[src/rtl/li_expander.sv]
// li_expander: expands a load-immediate request into one or two MIPS instruction words.
// Optional two-word request counter expand_cnt when LI_EXPANDER_STATS_EN is defined.
module li_expander #(
  parameter int STATS_W = 16
) (
  input  logic        clk,
  input  logic        resetn,
  input  logic        in_valid,
  output logic        in_ready,
  input  logic [4:0]  in_rt,
  input  logic [31:0] in_value,
  output logic        out_valid,
  input  logic        out_ready,
  output logic [31:0] out_instr,
  output logic        out_last
`ifdef LI_EXPANDER_STATS_EN
  ,
  output logic [STATS_W-1:0] expand_cnt
`endif
);
  typedef enum logic [1:0] {IDLE, EMIT_ONE, EMIT_HI, EMIT_LO} state_t;
  state_t state, state_nx;
  logic [31:0] instr_nx, first_word;
  logic        last_nx, fit_s16, two_word, take, acc;
  logic [4:0]  rt_q, rt_nx;
  logic [15:0] lo_q, lo_nx;
  assign fit_s16 = &in_value[31:15] | ~|in_value[31:15];
  assign two_word = in_rt != 5'd0 && !fit_s16 && in_value[31:16] != 16'h0 && in_value[15:0] != 16'h0;
  assign first_word = in_rt == 5'd0 ? 32'h0 :
                      fit_s16 ? {6'h09, 5'd0, in_rt, in_value[15:0]} :
                      in_value[31:16] == 16'h0 ? {6'h0D, 5'd0, in_rt, in_value[15:0]} :
                      {6'h0F, 5'd0, in_rt, in_value[31:16]};
  assign out_valid = state != IDLE;
  assign take = out_valid && out_ready;
  assign in_ready = resetn && (state == IDLE || (take && out_last));
  assign acc = in_valid && in_ready;
  always_comb begin
    state_nx = state;
    instr_nx = out_instr;
    last_nx = out_last;
    rt_nx = rt_q;
    lo_nx = lo_q;
    if (acc) begin
      state_nx = two_word ? EMIT_HI : EMIT_ONE;
      instr_nx = first_word;
      last_nx = !two_word;
      rt_nx = in_rt;
      lo_nx = in_value[15:0];
    end else if (take) begin
      state_nx = state == EMIT_HI ? EMIT_LO : IDLE;
      instr_nx = state == EMIT_HI ? {6'h0D, rt_q, rt_q, lo_q} : out_instr;
      last_nx = state == EMIT_HI ? 1'b1 : out_last;
    end
  end
  always_ff @(posedge clk) begin
    if (!resetn) begin
      state <= IDLE;
      out_instr <= 32'h0;
      out_last <= 1'b0;
      rt_q <= 5'd0;
      lo_q <= 16'h0;
    end else begin
      state <= state_nx;
      out_instr <= instr_nx;
      out_last <= last_nx;
      rt_q <= rt_nx;
      lo_q <= lo_nx;
    end
  end
`ifdef LI_EXPANDER_STATS_EN
  always_ff @(posedge clk) begin
    if (!resetn) expand_cnt <= '0;
    else if (acc && two_word) expand_cnt <= expand_cnt + 1'b1;
  end
`endif
endmodule

[config.mk]
export PLATFORM = sky130hd
export DESIGN_NAME = li_expander
export DESIGN_NICKNAME = d
export VERILOG_FILES = /design/src/rtl/li_expander.sv
export SDC_FILE = /design/constraint.sdc
export NUM_CORES = 1
export LEC_CHECK = 0
export CAP_MARGIN = 20
export CORE_ASPECT_RATIO = 0.8
export CORE_MARGIN = 1
export CORE_UTILIZATION = 45
export CTS_CLUSTER_DIAMETER = 30
export DETAILED_ROUTE_END_ITERATION = 10
export PLACE_DENSITY_LB_ADDON = 0.08
export SETUP_SLACK_MARGIN = 0.3
export SLEW_MARGIN = 10
export SYNTH_ARGS = -nofsm -noshare
export SYNTH_HDL_FRONTEND = slang
export SYNTH_SLANG_ARGS = --single-unit
[constraint.sdc]
create_clock -name clk -period 3.1 [get_ports clk]
set_clock_uncertainty 0.15 [all_clocks]
set_input_delay 0.93 -clock clk [delete_from_list [all_inputs] [get_ports clk]]
set_output_delay 0.93 -clock clk [all_outputs]
set_load 0.01 [all_outputs]
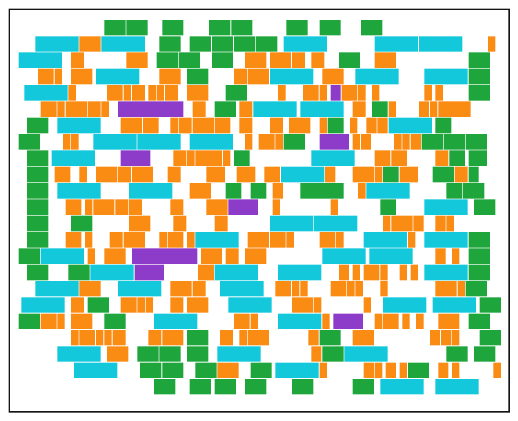
*Placed cells, one colour a class*
(6 px per um)
[orange] remaining logic cells | cells: 193
[green] remaining buffers and delay cells | cells: 84
[cyan] registers | cells: 53
[purple] clock drivers and dummy loads | cells: 8

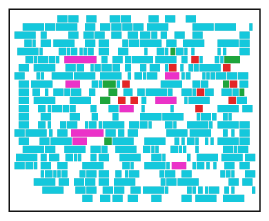
*Cell sizes after repair*
(3 px per um)
[red] x3 and x4 | cells: 10 | share: 3.0% | most used: buf_4
[magenta] x6 and larger | cells: 8 | share: 2.4% | most used: clkbuf_8
[green] x2 | cells: 8 | share: 2.4%
[cyan] x1 and smaller | cells: 312 | share: 92% | most used: clkdlybuf4s50_1

==> results_tabular.tex <==
% Synthesis and place-and-route results
\begin{tabular}{lr}
\hline
Metric & Value \\
\hline
\multicolumn{2}{l}{\textbf{Layout}} \\
\quad Nets & between 300 and 400 \\
\quad Multi-input logic portion of the cell area & 0.364 \\
\quad Top cells excl fill/tap & 71 x clkdlybuf4s50\_1, 65 x nand2\_1, 53 x dfxtp\_1 \\
\quad Multi-input combinational cell area & 1200 um2 \\
\quad Sequential share of cell area & 0.322 \\
\quad Buffers, non-clock & $\sim$84 \\
\quad Filler-free cell count of the finished design & approximately 400 \\
\quad Storage element area & between 1000 and 1500 um2 \\
\quad Number of inverters outside the clock class in the layout & 1 \\
\multicolumn{2}{l}{\textbf{Placed design}} \\
\quad Total of buffers placed on input and output ports & roughly 73 \\
\multicolumn{2}{l}{\textbf{Floorplan}} \\
\quad Number of tap cells inserted & a little over 60 \\
\quad Placeable core area & around 5000 um2 \\
\quad Area of the die & around 5600 um2 \\
\multicolumn{2}{l}{\textbf{Run}} \\
\quad OpenROAD warning count & 26 \\
\multicolumn{2}{l}{\textbf{Drt}} \\
\quad Routed via count divided by cell count & between 5 and 6 \\
\quad Routed WL per cell & between 10 and 15 um \\
\quad Count of unresolved DRC violations after routing & 0 \\
\quad DRT iter0 DRCs & about 72 \\
\multicolumn{2}{l}{\textbf{Outcome}} \\
\quad Run status & completed \\
\multicolumn{2}{l}{\textbf{Global route}} \\
\quad Met1 usage & 0.300 \\
\quad Number of global-route vias before repair & 1996 \\
\quad Most congested layer reported by global routing & met2 \\
\quad Grt met2 use & 0.366 \\
\multicolumn{2}{l}{\textbf{Synthesis}} \\
\quad Cell total in the yosys stat output & 266 \\
\quad Synthesis area per yosys & approximately 2400 um2 \\
\quad Most frequent cell after synthesis & nand2\_1 \\
\quad Async set-or-reset flop fraction in the synthesized netlist & 0 \\
\quad Yosys warns & 0 \\
\quad Library cell with the largest summed area after synthesis & dfxtp\_1 \\
\quad Main area contributors after synthesis & dfxtp\_1 45\%, mux2i\_1 14\%, nand2\_1 10\% \\
\quad Synth top area share & 0.448 \\
\multicolumn{2}{l}{\textbf{Critical path}} \\
\quad Required time at the worst-slack endpoint & around 2.0 ns \\
\quad Capturing element of the worst setup path & in\_ready \\
\quad Highest net fanout along the worst path & 2 \\
\quad Startpoint Class & primary input \\
\quad R2R Path End & state[1] \\
\quad R2r startpoint & state[0] \\
\quad Slowest-stage cell, CP & clkdlybuf4s50\_1 \\
\multicolumn{2}{l}{\textbf{Pwr}} \\
\quad Proportion of power drawn by flip-flops and latches & 0.459 \\
\quad Power consumed by sequential cells & 0.763 mW \\
\quad Largest power group & sequential cells \\
\quad Switching share of power & 0.253 \\
\multicolumn{2}{l}{\textbf{Clocking}} \\
\quad Post-CTS setup repair buffer count & 0 \\
\quad Clock Tree Root & clkbuf\_8 \\
\quad Clock transition at path regs & approximately 0.090 ns \\
\quad Clk\_lat worst skew & slightly above 0.3 ns \\
\multicolumn{2}{l}{\textbf{Hold path}} \\
\quad Hold Crit Endpoint & out\_instr[24] \\
\multicolumn{2}{l}{\textbf{Final timing}} \\
\quad Final-layout setup total negative slack & 0 ns \\
\quad Final critical-path setup slack & $\sim$0.39 ns \\
\quad Period utilisation layout & 0.873 \\
\hline
\end{tabular}
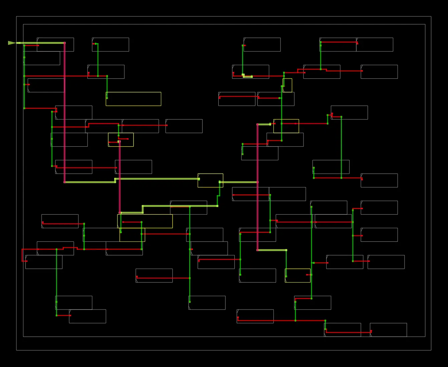
*Clock routing*
clock buffers created by TritonCTS: 5
clock buffers: 5
clock distribution power: 0.550 mW

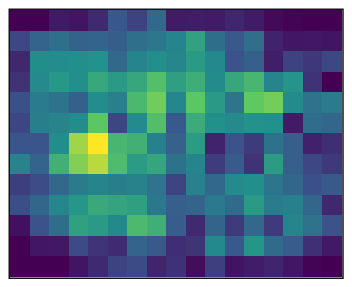
*Wire density map*
(4 px per um) The die is cut into 17 by 13 equal tiles; dark purple is low, yellow is high, scaled to the fullest tile. Values are wire area over tile area, all layers added.
mean over tiles: 0.17
fullest tile: 0.50
emptiest ninth of the die: upper right
nearly empty tiles: 5.4%

cells by family (layout without fill, tap and decap cells):
group,after synthesis,count (layout),share of synthesized area
other,1,2,0.00158
DFF,53,53,0.448
and+or+nand+nor,103,103,0.200
AOI/OAI and AO/OA,55,55,0.163
buffers and inverters,22,93,0.0513
muxes,32,32,0.135
flip-flops by register name (all words and copies together), names as in the netlist:
register,count
lo_q,16
out_instr,29
out_last,1
rt_q,5
state,2
layer usage:
layer | up-vias | share of wire
met5 | - | 0
met2 | 65 | 0.46
li1 | 1078 | -
met4 | 0 | 0.011
met3 | 7 | 0.051
met1 | 1015 | 0.47
worst max-delay path: cells and delay by family:
| kind | cells | cell delay [ns] |
|---|---|---|
| AND/OR/NAND/NOR | 1 | 0.11 |
| buffers and inverters | 2 | 0.59 |
No activity file was given, so power comes from the tool's default toggle rates.
